Metal 1:
Scale bar: 20 um. Supply wires on this layer in grey.
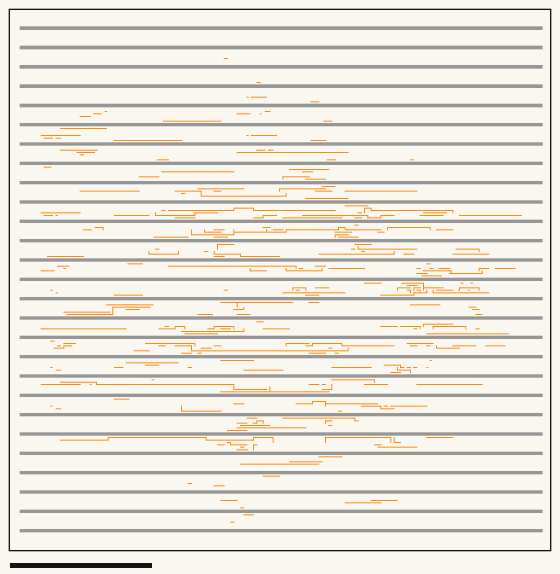
Metal 2:
Scale bar: 20 um.
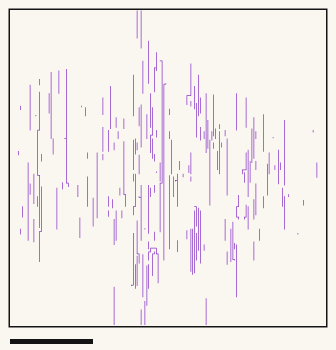
The metal 3 layer:
Cells faint in the background.
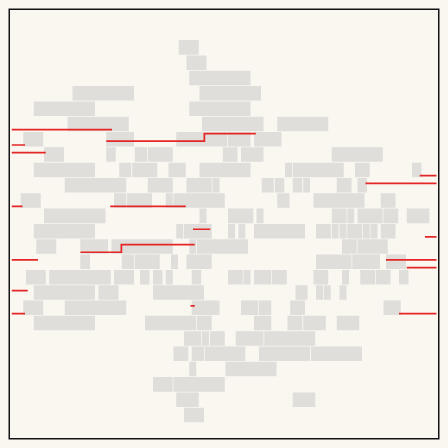
Routing congestion:
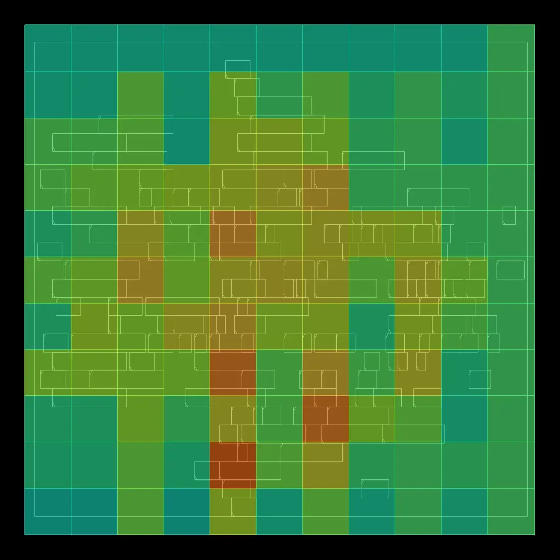
==> src/rtl/serial_operand_feeder.sv <==
// rtl/serial_operand_feeder.sv - buffers operand pairs and streams them LSB-first, one bit pair per clock, with frame markers.
// Optional SERIAL_GUARD_BIT_EN appends a zero guard bit to every frame.
module serial_operand_feeder #(
    parameter int DWL   = 4,
    parameter int DEPTH = 2
) (
    input  logic           CLK,
    input  logic           RST,
    input  logic           InValid,
    output logic           InReady,
    input  logic [DWL-1:0] In1,
    input  logic [DWL-1:0] In2,
    input  logic           BitReady,
    output logic           BitValid,
    output logic           BitA,
    output logic           BitB,
    output logic           FirstBit,
    output logic           LastBit,
    output logic           Busy
);

    localparam int AW = $clog2(DEPTH);
    localparam int CW = AW + 1;
`ifdef SERIAL_GUARD_BIT_EN
    localparam int FRAME_LEN = DWL + 1;
`else
    localparam int FRAME_LEN = DWL;
`endif
    localparam int BW = $clog2(FRAME_LEN);
    localparam logic [CW-1:0] FULL     = CW'(DEPTH);
    localparam logic [BW-1:0] LAST_CNT = BW'(FRAME_LEN - 1);

    typedef enum logic {
        IDLE,
        SHIFT
    } state_t;

    state_t         state, state_n;
    logic [DWL-1:0] mem_a [DEPTH];
    logic [DWL-1:0] mem_b [DEPTH];
    logic [AW-1:0]  wr_ptr, rd_ptr;
    logic [CW-1:0]  count;
    logic [DWL-1:0] sh_a, sh_b;
    logic [BW-1:0]  bit_cnt;
    logic           push, pop, load, shift, last;

    assign InReady  = (count != FULL);
    assign BitValid = (state == SHIFT);
    assign last     = (bit_cnt == LAST_CNT);
    assign BitA     = BitValid && sh_a[0];
    assign BitB     = BitValid && sh_b[0];
    assign FirstBit = BitValid && (bit_cnt == '0);
    assign LastBit  = BitValid && last;
    assign Busy     = BitValid || (count != '0);

    always_comb begin
        state_n = state;
        pop     = 1'b0;
        load    = 1'b0;
        shift   = 1'b0;
        push    = InValid && InReady;
        case (state)
            IDLE: begin
                if (count != '0) begin
                    pop     = 1'b1;
                    load    = 1'b1;
                    state_n = SHIFT;
                end
            end
            SHIFT: begin
                if (BitReady) begin
                    if (!last) begin
                        shift = 1'b1;
                    end else if (count != '0) begin
                        // Back-to-back frames: reload on the last bit so no bubble appears.
                        pop  = 1'b1;
                        load = 1'b1;
                    end else begin
                        state_n = IDLE;
                    end
                end
            end
            default: state_n = IDLE;
        endcase
    end

    always_ff @(posedge CLK or negedge RST) begin
        if (!RST) begin
            state   <= IDLE;
            wr_ptr  <= '0;
            rd_ptr  <= '0;
            count   <= '0;
            sh_a    <= '0;
            sh_b    <= '0;
            bit_cnt <= '0;
        end else begin
            state <= state_n;
            if (push) wr_ptr <= wr_ptr + AW'(1);
            if (pop)  rd_ptr <= rd_ptr + AW'(1);
            case ({push, pop})
                2'b10:   count <= count + CW'(1);
                2'b01:   count <= count - CW'(1);
                default: count <= count;
            endcase
            if (load) begin
                sh_a    <= mem_a[rd_ptr];
                sh_b    <= mem_b[rd_ptr];
                bit_cnt <= '0;
            end else if (shift) begin
                // Zero fill also supplies the guard bit when that frame extension is enabled.
                sh_a    <= {1'b0, sh_a[DWL-1:1]};
                sh_b    <= {1'b0, sh_b[DWL-1:1]};
                bit_cnt <= bit_cnt + BW'(1);
            end
        end
    end

    always_ff @(posedge CLK) begin
        if (push) begin
            mem_a[wr_ptr] <= In1;
            mem_b[wr_ptr] <= In2;
        end
    end

endmodule

==> config.mk <==
export PLATFORM = sky130hd
export DESIGN_NAME = serial_operand_feeder
export DESIGN_NICKNAME = d
export VERILOG_FILES = /design/src/rtl/serial_operand_feeder.sv
export SDC_FILE = /design/constraint.sdc
export NUM_CORES = 1
export LEC_CHECK = 0
export CORE_UTILIZATION = 25
export DETAILED_ROUTE_END_ITERATION = 6
export SLEW_MARGIN = 40
export SYNTH_ARGS = -nofsm -noshare
export SYNTH_HDL_FRONTEND = slang
export SYNTH_SLANG_ARGS = --single-unit
export TNS_END_PERCENT = 20
==> constraint.sdc <==
create_clock -name CLK -period 1.85 [get_ports CLK]
set_clock_uncertainty 0.15 [all_clocks]
set_input_delay 0.4625 -clock CLK [delete_from_list [all_inputs] [get_ports CLK]]
set_output_delay 0.4625 -clock CLK [all_outputs]
set_load 0.01 [all_outputs]
==> notes.md <==
The flow run is done. The first global-routing pass estimated between 3 and 4 mm of wire. Total placed instance area landed at about 1700 um2. Of the synthesized area, sequential elements account for between 60% and 70%. Final estimated routing congestion in global placement landed at 0.688. Timing analysis after detailed placement gives a worst setup slack of -0.218 ns. The slowest stage of the critical path is the sky130_fd_sc_hd__dfrtp_1 cell. Mean cell area of the mapped netlist landed at 13.4 um2.

The clock drives 31 sinks. In this design, the stage delay of the slowest critical-path cell is a little under 0.4 ns. Post-synthesis instance area landed at 1370 um2. CTS reports a maximum clock tree buffer depth of 2. STA classifies the critical path endpoint as an output pin.

The final layout report lists a filler cell count of 522. The flow ran to the end, and the final reports show no timing, DRC or antenna violations. For reference, the clock transition at the flip-flops on the worst setup and hold paths is 0.07 ns.

STA classifies the critical path startpoint as a flip-flop. Per the final timing report, the hold violations number 0. Initial antenna violation count landed at 0.

The placement report lists the number of port buffers as 18. For this design, Yosys synthesis ends with a cell count of 102. Per the hold report, the tightest min-delay path originates at sh_b[0]. Fraction of post-synthesis cell area in the top cell type by area landed at between 30% and 40%. The cell sequence reported for the critical path is or3_4 > buf_6. Final net count landed at around 150. Routed via count divided by cell count landed at around 4. In this run, the synthesized area fraction spent on xor and xnor cells is recorded as around 3.2%.

I/O pin count landed at 19. 0 antenna diodes ended up in the layout. The synthesis stats list as the most numerous cell sky130_fd_sc_hd__edfxtp_1.

Per the post-synthesis report, the nets total around 120. Post-route period utilization is reported as roughly 97%. Number of DRC violations after detailed routing landed at 0.

The horizontal die dimension reported for this design is about 76 um. Setup repair after global routing could not meet its margin everywhere. Total grt overflow landed at 0.

After layout, the minimum clock period comes to 1.80 ns. Sequential standard cell area landed at ~860 um2. According to the Yosys statistics, the synthesized design has a chip area of 1370 um2. Yosys mapped a number of flops with a built-in enable equal to 16. According to the timing report, the data required time at the worst endpoint equals about 1.2 ns.

Entering global routing, the biggest net connects 17 pins.
About 'metal 1':
The longest straight run is 22.1 um. The wires run mostly horizontal. 131 nets have wire on it. The layer carries 985 um of wire.

About 'metal 2':
The layer holds 49% of the routed length. The layer carries 1120 um of wire. The longest straight run is 42.3 um.
via count: 843
detailed-route wire length: 2.28 mm
routing usage on met2: 13.2%

About 'the metal 3 layer':
The layer holds 6.0% of the routed length. 14 nets have wire on it.

About 'routing congestion':
final design utilization: 35.3%
All-Layer GR Usage: 8.59%
met3 track demand over resource: 4.55%

power breakdown:
part           total (uW)  internal, uW  switching [uW]
combinational        1060           557             498
clock                 498           257             241
sequential           1060           958            99.4
area by class of cell:
class	instances	share of cell area (%)
inverters	5	1.02
clock inverters	3	0.817
multi-input cells	63	27.0
flip-flops and latches	31	46.6
clock buffers	5	3.74
repair buffers	33	16.1
well taps	70	4.77
sequential cells by signal, indices dropped and copies added (netlist names):
| register | cells |
|---|---|
| mem_a | 8 |
| mem_b | 8 |
| sh_a | 4 |
| sh_b | 4 |
| bit_cnt | 2 |
| count | 2 |
| BitValid | 1 |
| rd_ptr | 1 |
| wr_ptr | 1 |
final timing paths:
kind | to | slack, ns | cells after the start
min reg2reg | sh_b[0] | 0.33 | 2
max reg2reg | count[1] | 0.07 | 9
min in group asynchronous | wr_ptr | 0.35 | 2
min | sh_b[0] | 0.33 | 2
max in group asynchronous | rd_ptr | 1.01 | 2
max | Busy | 0.05 | 2
timing repair:
action | CTS | global route
hold buffers | 0 | 0
pin swaps | 0 | 2
resized | 21 | 8
endpoints found under the setup margin | 8 | 6
setup buffers | 0 | 2
hold endpoints to repair | 0 | 0
through the flow:
step	util (%)	hold WS [ns]	TNS (ns)
floorplan	-	0.0169	0
detailed placement	33.0	0.319	-1.04
finish	35.3	0.325	0
global placement	33.0	0.317	-0.872
CTS	34.7	0.334	-0.0780
global route	35.3	0.340	-0.0434
worst max-delay path: cells and delay by family (launching register included):
family	cells	cell delay, ns
flops	1	0.39
simple gates	1	0.39
buf+inv	1	0.13
routing by layer:
metal	track usage, %	part of all wire [%]	wire (um)	vias up
met5	0	0	0	-
met4	3.46	1.9	43	0
met3	4.55	6.0	137	7
met2	13.2	49	1120	18
met1	10.1	43	984	386
li1	-	-	-	432
No activity file was given, so power comes from the tool's default toggle rates.
